`src/rtl/regfile_wb_arbiter_if.sv`:
```
// regfile_wb_arbiter_if: one requester's valid/ready write channel (addr + data)
interface regfile_wb_arbiter_if #(parameter int DW = 64, parameter int AW = 5);
  logic valid;
  logic ready;
  logic [AW-1:0] addr;
  logic [DW-1:0] data;
  modport master(output valid, addr, data, input ready);
  modport slave(input valid, addr, data, output ready);
endinterface

```
`src/rtl/regfile_wb_arbiter.sv`:
```
// regfile_wb_arbiter: two-requester register-file write-back arbiter, oldest-first with round-robin ties; WB_ZERO_DISCARD_EN suppresses writes to address 0
module regfile_wb_arbiter #(
  parameter int DW = 64,
  parameter int AW = 5
) (
  input  logic                  clk,
  input  logic                  rst_n,
  regfile_wb_arbiter_if.slave   a,
  regfile_wb_arbiter_if.slave   b,
  output logic                  wr_en,
  output logic [AW-1:0]         wr_addr,
  output logic [DW-1:0]         wr_data,
  output logic                  busy
);
  logic a_full, b_full, a_old, same, rr;
  logic [AW-1:0] a_addr, b_addr, g_addr;
  logic [DW-1:0] a_data, b_data, g_data;
  logic ga, gb, acc_a, acc_b, tie, wr;
  // rr=0 favours A on a same-edge tie; a_old is only meaningful when same=0
  always_comb begin
    tie    = a_full & b_full & same;
    ga     = a_full & (!b_full | (same ? !rr : a_old));
    gb     = b_full & !ga;
    acc_a  = a.valid & a.ready;
    acc_b  = b.valid & b.ready;
    g_addr = ga ? a_addr : b_addr;
    g_data = ga ? a_data : b_data;
`ifdef WB_ZERO_DISCARD_EN
    wr     = (ga | gb) & (|g_addr);
`else
    wr     = ga | gb;
`endif
  end
  assign a.ready = !a_full | ga;
  assign b.ready = !b_full | gb;
  assign busy    = a_full | b_full | wr_en;
  always_ff @(posedge clk or negedge rst_n) begin
    if (!rst_n) begin
      a_full  <= 1'b0;
      b_full  <= 1'b0;
      a_old   <= 1'b0;
      same    <= 1'b0;
      rr      <= 1'b0;
      a_addr  <= '0;
      a_data  <= '0;
      b_addr  <= '0;
      b_data  <= '0;
      wr_en   <= 1'b0;
      wr_addr <= '0;
      wr_data <= '0;
    end else begin
      a_full <= acc_a | (a_full & !ga);
      b_full <= acc_b | (b_full & !gb);
      if (acc_a) begin
        a_addr <= a.addr;
        a_data <= a.data;
      end
      if (acc_b) begin
        b_addr <= b.addr;
        b_data <= b.data;
      end
      // a lone load makes the other (still-held) entry the older one
      if (acc_a & acc_b) same <= 1'b1;
      else if (acc_a) begin
        same  <= 1'b0;
        a_old <= 1'b0;
      end else if (acc_b) begin
        same  <= 1'b0;
        a_old <= 1'b1;
      end
      if (tie) rr <= !rr;
      wr_en <= wr;
      if (wr) begin
        wr_addr <= g_addr;
        wr_data <= g_data;
      end
    end
  end
endmodule

```
`src/flat_wrapper.sv`:
```
// flat-port wrapper written by rule: the top's interface ports become plain ports
module regfile_wb_arbiter_flat 
#(
  parameter int DW = 64,
  parameter int AW = 5
)
  (clk, rst_n, wr_en, wr_addr, wr_data, busy, a_valid, a_addr, a_data, a_ready, b_valid, b_addr, b_data, b_ready);
  regfile_wb_arbiter_if #(.DW(DW), .AW(AW)) a_i ();
  regfile_wb_arbiter_if #(.DW(DW), .AW(AW)) b_i ();
  input  logic clk;
  input  logic rst_n;
  output logic wr_en;
  output logic [AW-1:0] wr_addr;
  output logic [DW-1:0] wr_data;
  output logic busy;
  input wire logic [$bits(a_i.valid)-1:0] a_valid;
  input wire logic [$bits(a_i.addr)-1:0] a_addr;
  input wire logic [$bits(a_i.data)-1:0] a_data;
  output wire logic [$bits(a_i.ready)-1:0] a_ready;
  input wire logic [$bits(b_i.valid)-1:0] b_valid;
  input wire logic [$bits(b_i.addr)-1:0] b_addr;
  input wire logic [$bits(b_i.data)-1:0] b_data;
  output wire logic [$bits(b_i.ready)-1:0] b_ready;
  assign a_i.valid = a_valid;
  assign a_i.addr = a_addr;
  assign a_i.data = a_data;
  assign a_ready = a_i.ready;
  assign b_i.valid = b_valid;
  assign b_i.addr = b_addr;
  assign b_i.data = b_data;
  assign b_ready = b_i.ready;
  regfile_wb_arbiter #(.DW(DW), .AW(AW)) u_core (.clk(clk), .rst_n(rst_n), .a(a_i), .b(b_i), .wr_en(wr_en), .wr_addr(wr_addr), .wr_data(wr_data), .busy(busy));
endmodule
```
`config.mk`:
```
export PLATFORM = sky130hd
export DESIGN_NAME = regfile_wb_arbiter_flat
export DESIGN_NICKNAME = d
export VERILOG_FILES = /design/src/rtl/regfile_wb_arbiter_if.sv /design/src/rtl/regfile_wb_arbiter.sv /design/src/flat_wrapper.sv
export SDC_FILE = /design/constraint.sdc
export NUM_CORES = 1
export LEC_CHECK = 0
export CAP_MARGIN = 10
export CORE_MARGIN = 1
export CORE_UTILIZATION = 52
export DETAILED_ROUTE_END_ITERATION = 10
export PLACE_DENSITY = 0.87
export RECOVER_POWER = 25
export SLEW_MARGIN = 10
export SYNTH_ARGS = -nofsm -noshare
export SYNTH_HDL_FRONTEND = slang
export SYNTH_SLANG_ARGS = --single-unit
```
`constraint.sdc`:
```
create_clock -name clk -period 2.1 [get_ports clk]
set_input_delay 0.42 -clock clk [delete_from_list [all_inputs] [get_ports clk]]
set_output_delay 0.42 -clock clk [all_outputs]
set_load 0.005 [all_outputs]
```
layer_met1.png
The bar under the picture is 50 um long. Supply wires on this layer in grey.
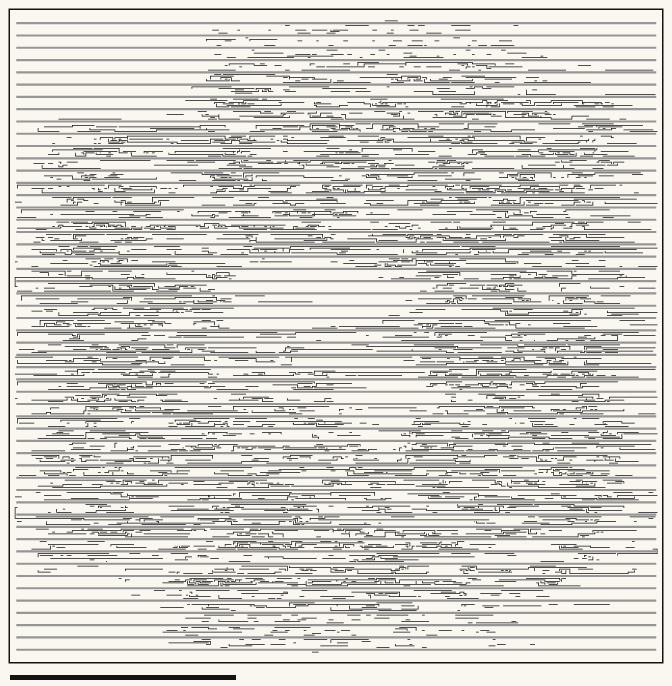
share of all routed wire: 41%
wire length on this layer: 12300 um
nets with wire on the layer: 1028
main direction: horizontal
longest straight run: 41.4 um

==> deck_impl_summary.md <==
Run Summary

Status
  – Status: finished clean

Setup path
  – Crit path launch: u_core.same
  – Startpoint types: flop
  – CP max-delay cell: dfrtp_1
  – Reg2Reg Capture Point: u_core.wr_data[50]
  – Worst Setup EP: a_ready
  – Critical Path End Type: output pin
  – RR Startpoint: u_core.same
  – Worst-path cell chain: nor2b_4 > buf_6 > nor2_2 > nand2_1 > dlygate4sd2_1
  – CP required: 1.68 ns
  – Crit. path cell count: 5
  – Slowest stage delay, CP: between 0.3 and 0.4 ns
  – CP Buf/Inv Count: 2
  – Critical-path maximum fanout: 5
  – CP delay by family, top: buffers and inverters
  – WP data arrival: between 1.5 and 2 ns
  – Crit Path Class: flop to output pin
  – Setup slack, reg-to-reg: 0.07 ns
  – R2R cell count: 7

Hold path
  – WHS Endpoint: u_core.b_addr[4]
  – Type of the most critical hold path: primary input to flop
  – Hold path startpoint: b_valid
  – WHS Path Cells: 3

Global route
  – Met3 usage: 5.596%
  – Largest net degree at the start of global routing: ~76
  – Number of global-route vias before repair: between 8000 and 9000
  – Initial antenna violation count: 1
  – First-pass GRT wire length: 47.18 mm
  – Total gr overflow: 0
  – Total GRT Usage: between 20% and 30%
  – Grt peak-use layer: met2
  – Met1 Use GR: 39.38%
  – Met2 usage: a little under half

Yosys
  – Async SR Flop Fraction: 100.0%
  – Adder share: less than 1%
  – Ys flop type: dfrtp_1
  – Synth Net Count: 1027
  – Distinct cell type count after synthesis: 26
  – Synth Instances: a little under 900
  – Yosys cell count: approximately 900
  – Mapped Area: about 11000 um2
  – Basic Gates by Area: about 11%
  – Main logic family: AND-OR/OR-AND gates
  – Max-area cell share: 50.58%
  – Count leader, synth: dfrtp_1
  – Synthesis area per yosys: about 11000 um2
  – EDFF count, synth: 0
  – Register share after synthesis: about 51%
  – Top cells by count, synth: dfrtp_1, o211ai_1, nand2_1
  – Mux share: under 10%
  – Register bit total from synthesis: approximately 210
  – Ranking of synthesized cells by area: dfrtp_1, o211ai_1, mux2_4, o221a_2, a211o_1
  – Area fraction in xor and xnor cells: 0.08311%
  – Mean Syn Cell Area: between 10 and 15 um2
  – Yosys top cell by area: dfrtp_1
  – Ao+oa area frac: a little under a quarter
  – Total of warnings raised by yosys: 0

Place
  – Placed Cells incl. Taps: between 1000 and 1500
  – Pre-CTS setup slack: around 0.12 ns
  – PortBufs: between 200 and 250
  – RePlAce Congestion: roughly 0.78
  – DPL Wire Length: between 15 and 20 mm
  – Post-DP Area: 13010 um2

Flow run
  – Tool Warnings: 27
  – Max Cap Violations: 0

Clock network
  – CTS resizes: 9
  – CTS sink count: ~210
  – H-tree Lvls: 1
  – Clk_lat worst skew: approximately 0.5 ns
  – CTS Root Cell: clkbuf_16
  – Reg clk slew, reported paths: about 0.060 ns
  – Post-CTS Setup Inserts: 3
  – Total CTS buffers: 22
  – CTS tree: yes
  – Hold-fix buffers at CTS: 1

Drt
  – Top Layer Used: met4
  – Post-route ant nets: 0
  – Metal2 WL: roughly 14 mm
  – Initial drt markers: 748
  – Total number of vias: between 8000 and 9000
  – M1 WL: approximately 12 mm
  – DRC: 0
  – Met3 routed WL: 2.532 mm
  – Pre-antenna DRT Iters: 5
  – WL final: 29.80 mm
  – Vias per cell: around 6.3

Timing
  – Fin. max-slew vios: 0
  – Setup_tns: 0 ns
  – Worst hold margin: about 0.39 ns
  – Final setup viols: 0
  – Final min period: slightly above 2 ns
  – Setup Skew: between 0.007 and 0.008 ns
  – Unrepaired setup endpoints after global routing: no
  – Final Worst Setup Slack: between 0.05 and 0.06 ns
  – Max-Slew Margin vs Limit: between 30% and 40%
  – Final Cycle Share: between 90% and 100%
  – Tightest Pin Transition: about 0.95 ns
  – Fmax: roughly 490 MHz
  – Hold Vio Cnt, Final: 0

Power
  – Overall Power: 18.31 mW
  – Pwr dens: ~1300 nW/um2
  – Static leakage: about 5.7 nW
  – Worst-case vdd ir drop: 0.8437 mV

Floorplan
  – FP Core Util: roughly 54%
  – Die Y: ~140 um
  – Die W: between 100 and 150 um
  – Rows: approximately 51
  – Core Area: slightly below 20000 um2
  – I/O pins: 215
  – Die area: roughly 21000 um2

Final layout
  – Commonest Layout Cell: dfrtp_1
  – Fin util: a little over two thirds
  – Nets: approximately 1200
  – Share of cells above drive strength 1: 21.01%
  – Post-route design area: between 10000 and 15000 um2
  – Reg area: between 5000 and 6000 um2
  – Top Layout Cells: dfrtp_1, clkdlybuf4s50_1, o211ai_1
  – Finished Layout Cells: 1351
  – Layout area overhead: 30.39%
  – Number of fill cells: 1370
  – Logic area: about 4800 um2
layer_met2.png
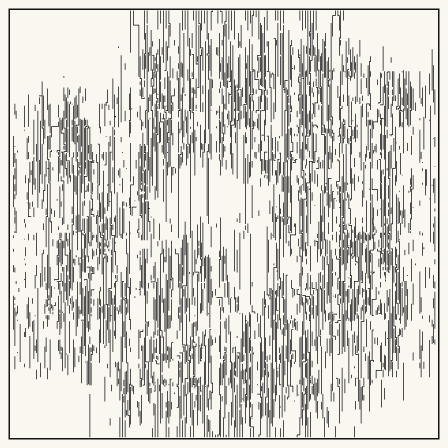
main direction: vertical
share of all routed wire: 48%
longest straight run: 45.9 um
wire length on this layer: 14200 um
nets with wire on the layer: 1090

## where the power goes
part           leakage [nW]  switching (mW)  internal [mW]
sequential             2.51            1.40           5.74
clock                 0.362            1.59           2.37
combinational          2.85            3.13           4.10
## sequential cells by signal (all words and copies together), names as in the netlist, 5 cells and up
| signal | flops |
|---|---|
| u_core.wr_data | 64 |
| u_core.b_data | 64 |
| u_core.a_data | 64 |
| u_core.a_addr | 5 |
| u_core.wr_addr | 5 |
| u_core.b_addr | 5 |
## layout make-up
class / instances / share of cell area [%]
flip-flops and latches: 213 / 38.80
clock inverters: 4 / 0.3460
multi-input cells: 575 / 34.77
inverters: 3 / 0.1002
diodes: 1 / 0.01821
repair buffers: 255 / 18.53
clock buffers: 35 / 5.026
well taps: 265 / 2.413
Power and IR drop assume default switching activity.
